### src/rtl/brick_wall_logic_pkg.sv
// Shared definitions for the brick wall: game state codes, screen and wall
// geometry, ball radius, RGB565 colours, the per-row colour table and the
// (row, col) -> brick index mapping.
package brick_wall_logic_pkg;

  typedef enum logic [1:0] {
    GS_IDLE = 2'b00,
    GS_PLAY = 2'b01,
    GS_LOSE = 2'b10,
    GS_WIN  = 2'b11
  } game_state_e;

  localparam int unsigned H_VALID        = 640;
  localparam int unsigned V_VALID        = 480;
  localparam int unsigned N_ROWS         = 5;
  localparam int unsigned N_COLS         = 10;
  localparam int unsigned N_BRICKS       = 50;
  localparam int unsigned WALL_Y0        = 40;
  localparam int unsigned COL_PITCH_LOG2 = 6;
  localparam int unsigned ROW_PITCH_LOG2 = 5;
  localparam int unsigned BRICK_X_LO     = 2;   // x offset of left edge inside a column
  localparam int unsigned BRICK_X_HI     = 61;  // x offset of right edge inside a column
  localparam int unsigned BRICK_H_M1     = 23;  // brick height minus one
  localparam int unsigned BALL_RADIUS    = 5;

  localparam logic [15:0] RGB_RED    = 16'hF800;
  localparam logic [15:0] RGB_ORANGE = 16'hFC00;
  localparam logic [15:0] RGB_YELLOW = 16'hFFE0;
  localparam logic [15:0] RGB_GREEN  = 16'h07E0;
  localparam logic [15:0] RGB_BLUE   = 16'h001F;
  localparam logic [15:0] RGB_BLACK  = 16'h0000;

  function automatic logic [15:0] row_color(input logic [2:0] row);
    logic [15:0] c;
    case (row)
      3'd0:    c = RGB_RED;
      3'd1:    c = RGB_ORANGE;
      3'd2:    c = RGB_YELLOW;
      3'd3:    c = RGB_GREEN;
      3'd4:    c = RGB_BLUE;
      default: c = RGB_BLACK;
    endcase
    return c;
  endfunction

  function automatic logic [5:0] brick_index(input logic [2:0] row, input logic [3:0] col);
    return 6'((int'(row) * N_COLS) + int'(col));
  endfunction

endpackage

### src/rtl/brick_wall_logic_geom.sv
// brick_geom: combinational brick bounding box for a (row, col) position.
// Ports:
//   row_i, col_i  brick row (0..4) and column (0..9)
//   bx0_o, bx1_o  inclusive left/right pixel x of the brick (11 bit)
//   by0_o, by1_o  inclusive top/bottom pixel y of the brick (11 bit)
module brick_geom
  import brick_wall_logic_pkg::*;
(
  input  logic [2:0]  row_i,
  input  logic [3:0]  col_i,
  output logic [10:0] bx0_o,
  output logic [10:0] bx1_o,
  output logic [10:0] by0_o,
  output logic [10:0] by1_o
);

  logic [10:0] col_base;
  logic [10:0] row_base;

  assign col_base = {1'b0, col_i, 6'd0};
  assign row_base = {3'b000, row_i, 5'd0};

  assign bx0_o = col_base + 11'(BRICK_X_LO);
  assign bx1_o = col_base + 11'(BRICK_X_HI);
  assign by0_o = row_base + 11'(WALL_Y0);
  assign by1_o = row_base + 11'(WALL_Y0 + BRICK_H_M1);

endmodule

### src/rtl/brick_wall_logic.sv
// brick_wall_logic: owns the 5x10 brick wall. Scans one brick per PLAY cycle
// for overlap with the ball, removes hit bricks, emits a one-cycle one-hot
// collision pulse, keeps score / bricks_left / win and renders brick pixels.
// Ports:
//   vga_clk, sys_rst_n   pixel clock, async active-low reset
//   pix_x, pix_y         current pixel coordinate
//   ball_x, ball_y       ball centre from the physics block
//   game_state           00 IDLE, 01 PLAY, 10 LOSE, 11 WIN
//   game_reset           synchronous restart request
//   brick_collision      one-hot hit pulse (one cycle)
//   brick_pix_data       RGB565 colour of a live brick under the pixel, else 0
//   score, bricks_left   bricks destroyed / bricks remaining
//   win_sig              high while no bricks remain
module brick_wall_logic
  import brick_wall_logic_pkg::*;
#(
  parameter int unsigned LOCKOUT_CYCLES = 10000
) (
  input  logic        vga_clk,
  input  logic        sys_rst_n,
  input  logic [9:0]  pix_x,
  input  logic [9:0]  pix_y,
  input  logic [9:0]  ball_x,
  input  logic [9:0]  ball_y,
  input  logic [1:0]  game_state,
  input  logic        game_reset,
  output logic [49:0] brick_collision,
  output logic [15:0] brick_pix_data,
  output logic [5:0]  score,
  output logic [5:0]  bricks_left,
  output logic        win_sig
);

  localparam int unsigned LW = (LOCKOUT_CYCLES < 1) ? 1 : $clog2(LOCKOUT_CYCLES + 1);

  logic [49:0]   alive_q, alive_d;
  logic [49:0]   coll_q, coll_d;
  logic [5:0]    score_q, score_d;
  logic [5:0]    left_q, left_d;
  logic          win_q, win_d;
  logic [2:0]    row_q, row_d;
  logic [3:0]    col_q, col_d;
  logic [LW-1:0] lock_q, lock_d;

  logic        play;
  logic [5:0]  scan_idx;
  logic [10:0] s_bx0, s_bx1, s_by0, s_by1;
  logic [10:0] ball_x_r, ball_y_r;
  logic        overlap;
  logic        scan_hit;

  assign play     = (game_state == GS_PLAY);
  assign scan_idx = brick_index(row_q, col_q);

  brick_geom u_scan_geom (
    .row_i (row_q),
    .col_i (col_q),
    .bx0_o (s_bx0),
    .bx1_o (s_bx1),
    .by0_o (s_by0),
    .by1_o (s_by1)
  );

  // Radius is added to whichever side avoids subtracting from the ball
  // coordinate, so nothing can underflow near the screen edge.
  assign ball_x_r = {1'b0, ball_x} + 11'(BALL_RADIUS);
  assign ball_y_r = {1'b0, ball_y} + 11'(BALL_RADIUS);
  assign overlap  = (ball_x_r >= s_bx0) && ({1'b0, ball_x} <= s_bx1 + 11'(BALL_RADIUS)) &&
                    (ball_y_r >= s_by0) && ({1'b0, ball_y} <= s_by1 + 11'(BALL_RADIUS));

  assign scan_hit = play && alive_q[scan_idx] && overlap && (lock_q == '0) && (left_q != '0);

  always_comb begin
    alive_d = alive_q;
    coll_d  = '0;
    score_d = score_q;
    left_d  = left_q;
    win_d   = (left_q == '0);
    row_d   = row_q;
    col_d   = col_q;
    lock_d  = lock_q;
    if (game_reset) begin
      alive_d = '1;
      score_d = '0;
      left_d  = 6'(N_BRICKS);
      win_d   = 1'b0;
      row_d   = '0;
      col_d   = '0;
      lock_d  = '0;
    end else if (play) begin
      if (col_q == 4'(N_COLS - 1)) begin
        col_d = '0;
        row_d = (row_q == 3'(N_ROWS - 1)) ? '0 : row_q + 3'd1;
      end else begin
        col_d = col_q + 4'd1;
      end
      if (scan_hit) begin
        alive_d[scan_idx] = 1'b0;
        coll_d            = 50'(1) << scan_idx;
        score_d           = score_q + 6'd1;
        left_d            = left_q - 6'd1;
        lock_d            = LW'(LOCKOUT_CYCLES);
      end else if (lock_q != '0) begin
        lock_d = lock_q - 1'b1;
      end
    end
  end

  always_ff @(posedge vga_clk or negedge sys_rst_n) begin
    if (!sys_rst_n) begin
      alive_q <= '1;
      coll_q  <= '0;
      score_q <= '0;
      left_q  <= 6'(N_BRICKS);
      win_q   <= 1'b0;
      row_q   <= '0;
      col_q   <= '0;
      lock_q  <= '0;
    end else begin
      alive_q <= alive_d;
      coll_q  <= coll_d;
      score_q <= score_d;
      left_q  <= left_d;
      win_q   <= win_d;
      row_q   <= row_d;
      col_q   <= col_d;
      lock_q  <= lock_d;
    end
  end

  // Pixel path
  logic [9:0]  pix_y_rel;
  logic [4:0]  prow_full;
  logic [2:0]  prow;
  logic [3:0]  pcol;
  logic [10:0] p_bx0, p_bx1, p_by0, p_by1;
  logic        pix_in;
  logic [5:0]  pix_idx;

  assign pix_y_rel = pix_y - 10'(WALL_Y0);
  assign prow_full = 5'(pix_y_rel >> ROW_PITCH_LOG2);
  assign prow      = prow_full[2:0];
  assign pcol      = pix_x[9:6];
  assign pix_idx   = brick_index(prow, pcol);

  brick_geom u_pix_geom (
    .row_i (prow),
    .col_i (pcol),
    .bx0_o (p_bx0),
    .bx1_o (p_bx1),
    .by0_o (p_by0),
    .by1_o (p_by1)
  );

  assign pix_in = (pix_x < 10'(H_VALID)) && (pix_y < 10'(V_VALID)) &&
                  (pix_y >= 10'(WALL_Y0)) && (prow_full < 5'(N_ROWS)) &&
                  ({1'b0, pix_x} >= p_bx0) && ({1'b0, pix_x} <= p_bx1) &&
                  ({1'b0, pix_y} >= p_by0) && ({1'b0, pix_y} <= p_by1);

  assign brick_pix_data  = (pix_in && play && alive_q[pix_idx]) ? row_color(prow) : RGB_BLACK;
  assign brick_collision = coll_q;
  assign score           = score_q;
  assign bricks_left     = left_q;
  assign win_sig         = win_q;

endmodule

### config.mk
export PLATFORM = sky130hd
export DESIGN_NAME = brick_wall_logic
export DESIGN_NICKNAME = d
export VERILOG_FILES = /design/src/rtl/brick_wall_logic_pkg.sv /design/src/rtl/brick_wall_logic_geom.sv /design/src/rtl/brick_wall_logic.sv
export SDC_FILE = /design/constraint.sdc
export NUM_CORES = 1
export LEC_CHECK = 0
export CORE_ASPECT_RATIO = 2
export CORE_MARGIN = 5
export CORE_UTILIZATION = 54
export DETAILED_ROUTE_END_ITERATION = 7
export PLACE_DENSITY = 0.91
export SETUP_SLACK_MARGIN = 0.05
export SLEW_MARGIN = 20
export SYNTH_ARGS = -nofsm -noshare
export SYNTH_HDL_FRONTEND = slang
export SYNTH_SLANG_ARGS = --single-unit
export TNS_END_PERCENT = 20
### constraint.sdc
create_clock -name vga_clk -period 4.9 [get_ports vga_clk]
set_clock_uncertainty 0.1 [all_clocks]
set_input_delay 0.735 -clock vga_clk [delete_from_list [all_inputs] [get_ports vga_clk]]
set_output_delay 0.735 -clock vga_clk [all_outputs]
set_load 0.005 [all_outputs]
**Met1 routing**

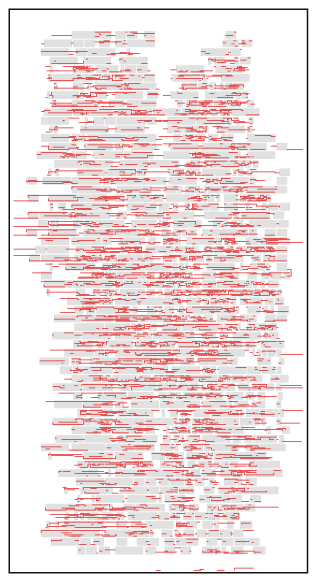
nets with wire on the layer	829
wire length on this layer	6910 um
main direction	horizontal
share of all routed wire	33%
longest straight run	26.2 um
vias: 6326
post-detailed-routing wire length: 20890 um
GRT met1 Usage: 26.39%

**Met2 routing**

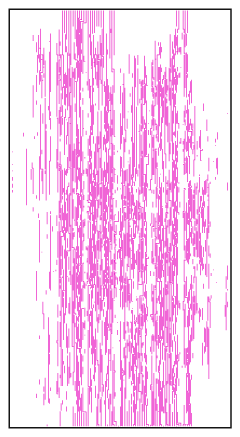
nets with wire on the layer	844
wire length on this layer	11700 um
longest straight run	77.0 um
main direction	vertical
met2 GRT Util: 47.76%

**M3 wires**

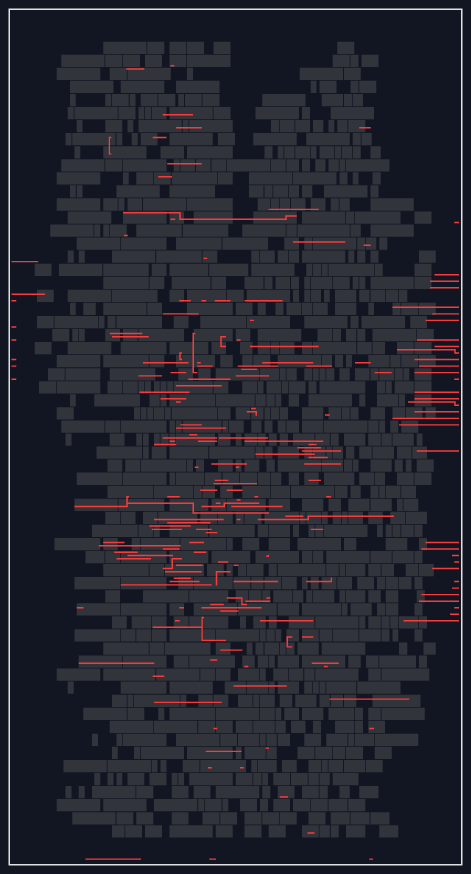
longest straight run	22.1 um
share of all routed wire	5.0%
Global Route met3 Usage: 4.837%

**Metal 4**

The bar under the picture is 20 um long.
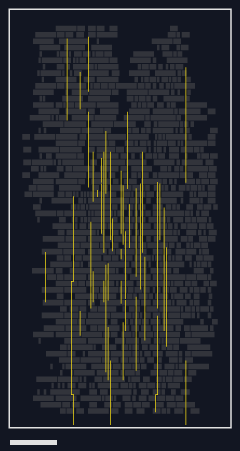
longest straight run	53.7 um
main direction	vertical

**Congestion heat map**

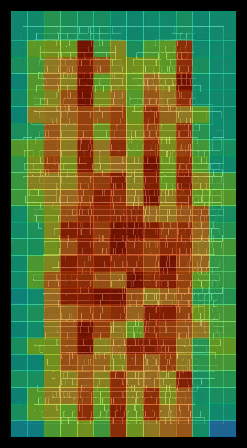
busiest layer in global routing: met2
share of the core filled with cells: 71.26%
gr usage total: 26.16%
average wire per standard cell: 20.21 um

==> qor_table.md <==
| Result | This run |
|:---|:---|
| Status | complete, no violations |
| Number of max-slew violations in the final report | 0 |
| Crit path arrival time | 3850 ps |
| I/O Buffers | 122 |
| Total power divided by cell area | 324.9 nW/um2 |
| Share of cells above drive strength 1 | 24.38% |
| Worst setup path end | brick_pix_data[1] |
| Largest cell class by area | logic gates |
| Worst r2r src | row_q[0] |
| Antenna-violating nets left | 0 |
| Overall power | 3.216 mW |
| Most frequent standard cell in the layout excluding fill and tap cells | clkdlybuf4s50_1 |
| Sequential cell area in the final layout | 3420 um2 |
| Post-detail-place hpwl | 14660 um |
| Req. time, crit path | 4070 ps |
| Uppermost routed layer | met4 |
| Count of endpoints failing setup in the final report | 0 |
| Comb area leader | simple AND/OR/NAND/NOR gates |
| Fraction of the mapped netlist area in simple logic gates | 14.14% |
| Clock buffer count in the final layout | 18 |
| Average vias per placed instance | 6.118 |
| Reg2reg path depth | 9 |
| Flip-flop and latch power | 1.19 mW |
| Synth area leaders | dfrtp_1, dfstp_2, ha_1 |
| Slack of the critical path | 211.8 ps |
| Vias in the first global route | 6684 |
| Ao+oa area frac | 13.76% |
| Cell type with the highest aggregate area in the netlist | dfrtp_1 |
| Gp weighted congestion | 0.8968 |
| Number of cells upsized or downsized after cts | 81 |
| Inverter count of the layout excluding clock inverters | 28 |
| MI comb area | 4056 um2 |
| Primary flip-flop cell chosen by synthesis mapping | dfrtp_1 |
| Largest net degree at the start of global routing | 82 |
| Post-Layout Cell Count | 1034 |
| Area Overhead vs Synth | 30.09% |
| Switching share of power | 29.90% |
| Met3 WL | 1045 um |
| Critical path depth | 16 |
| Area fraction in xor and xnor cells | 4.358% |
| Post-Synthesis Cell Area | 7609 um2 |
Power is estimated from default activity; no workload was simulated.
